==> config.mk <==
export PLATFORM = sky130hd
export DESIGN_NAME = renkon_ctrl_wb_flat
export DESIGN_NICKNAME = d
export VERILOG_FILES = /design/src/rtl/renkon_ctrl_wb_if.sv /design/src/rtl/renkon_ctrl_wb.sv /design/src/flat_wrapper.sv
export SDC_FILE = /design/constraint.sdc
export NUM_CORES = 1
export LEC_CHECK = 0
export ABC_AREA = 1
export CAP_MARGIN = 20
export CORE_ASPECT_RATIO = 0.9
export CORE_MARGIN = 2
export CORE_UTILIZATION = 45
export CTS_CLUSTER_SIZE = 24
export DETAILED_ROUTE_END_ITERATION = 12
export PLACE_DENSITY = 0.74
export SLEW_MARGIN = 15
export SYNTH_ARGS = -nofsm -noshare
export SYNTH_HDL_FRONTEND = slang
export SYNTH_SLANG_ARGS = --single-unit
==> constraint.sdc <==
create_clock -name clk -period 4.4 [get_ports clk]
set_input_delay 1.32 -clock clk [delete_from_list [all_inputs] [get_ports clk]]
set_output_delay 1.32 -clock clk [all_outputs]
set_load 0.05 [all_outputs]
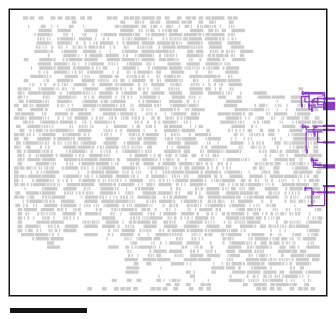
(wires at chosen ports, followed through buffers)
Scale bar: 50 um.
legend:
  `_map_size`:
    colour: purple
    bits: 12
    direction: input
    edge: east
    end_cells: 12
    wire: 272 um
Port Buffers: 188
IO Pins: 190

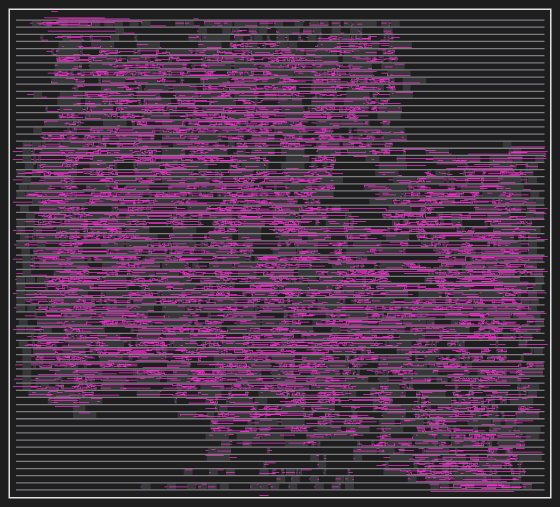
(signal wires on met1)
Supply wires on this layer in grey.
wire length on this layer: 20.0 mm
longest straight run: 77.3 um
WL final: 45400 um
vias: 14100
met1 global-route usage: 32.6%

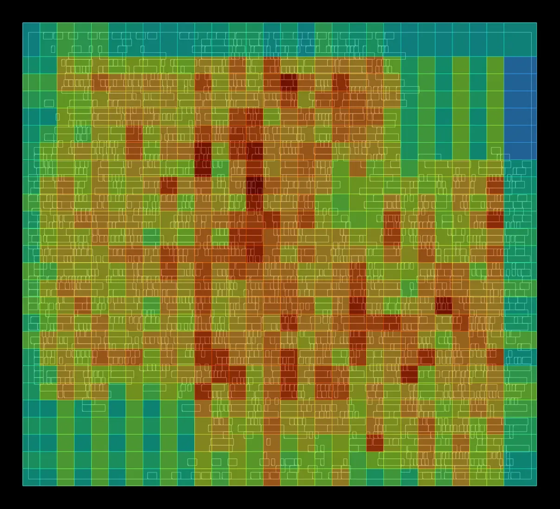
(track usage over the die)
met3 Use GR: 3.64%
WL per Instance: 17.2 um

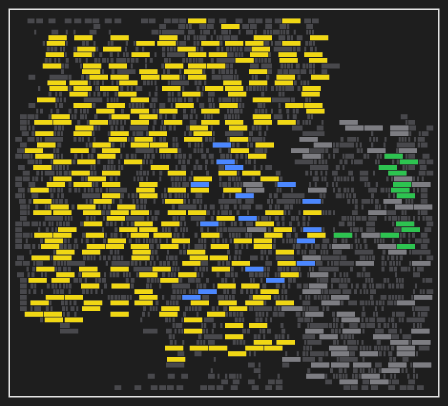
(sequential cells grouped by signal name)
Other sequential cells in the stronger grey, the rest of the logic in the fainter grey.
legend:
  `u_core.mem_wdata`:
    colour: blue
    flops: 16
    where: centre
  `u_core.mem_addr`:
    colour: green
    flops: 12
    where: east
  `u_core.slot_data`:
    colour: yellow
    flops: 256
Seq area share: 43.3%
Finished Core Util: 55.2%
sequential group power: 5.59 mW

==> Changelog: implementation <==
### Changed

* Status: complete, no violations
* Flop Count at 346
* WL met2 at 20900 um
* Insertion Delay late pin at 0.54 ns
* Setup violators final at 0
* Top Family by Delay on Critical Path: adder cells
* CP Depth at 16
* Worst-path clk slew at 0.06 ns
* Drt drc at 0
* Uppermost routed layer: met4
* Required @ worst endpoint at 4.83 ns
* Seq. cell area at 8660 um^2
* Core area at 36300 um^2
* # Taps at 476
* Dominant cell by count in the synthesized netlist: nand2_1
* Comb_multi_in at 1367
* Max Fclk at 300 MHz
* Inverters at 174
* Crit Path Max Fanout at 4
* Final total power at 15.5 mW
* Syn Area/Cell at 8.25 um^2
* Tcrit/Tclk final at 75.9%
* Initial DRC Count at 1281
* Synth warnings at 0
* # clk buffers at 55
* Unrepaired setup endpoints after global routing: no
* Metal3 WL at 2780 um
* Chip width at 206 um
* Logic area at 6690 um^2
* Clock Skews at 0.0167 ns
* CP most frequent cell: nand3_1
* Largest cell class: registers
* Slowest CP cell: fa_1
* Met1 Wirelength at 20000 um
* TritonRoute pass-1 iters at 5
* Crit Path Category: reg -> reg
* Die Y at 186 um
* Hold Path Cell Cnt at 2
* Flop-to-flop setup slack at 1.06 ns
* Area grow syn2layout at 20.6%
* Most common reg cell: dfrtp_1
metrics by stage:
stage                     worst slack [ns]  std cells  hold slack (ns)  cell area (um^2)
after floorplan                       1.55       2011            0.441             16600
after global placement                1.08       2570            0.460             18700
after detailed placement              1.05       2570            0.465             18700
after CTS                             1.02       2637            0.480             20000
after global routing                 0.828       2638            0.498             20000
final                                 1.06       2638            0.477             20000
cells by family after synthesis:
kind of cell / share of synthesized area (%)
AND-OR/OR-AND: 18.5
XOR/XNOR: 0.845
adder cells (fa/ha/maj): 2.20
buffers and inverters: 7.62
flip-flops: 52.2
multiplexers: 0.483
AND/OR/NAND/NOR: 18.2
report_power, final:
part	internal [mW]	total [mW]	switching, mW
registers	4.65	5.59	0.938
clock network	1.93	3.25	1.32
logic	2.39	6.68	4.29
total	8.98	15.5	6.54
Power figures rest on the tool's default switching activity, not on a simulated workload.
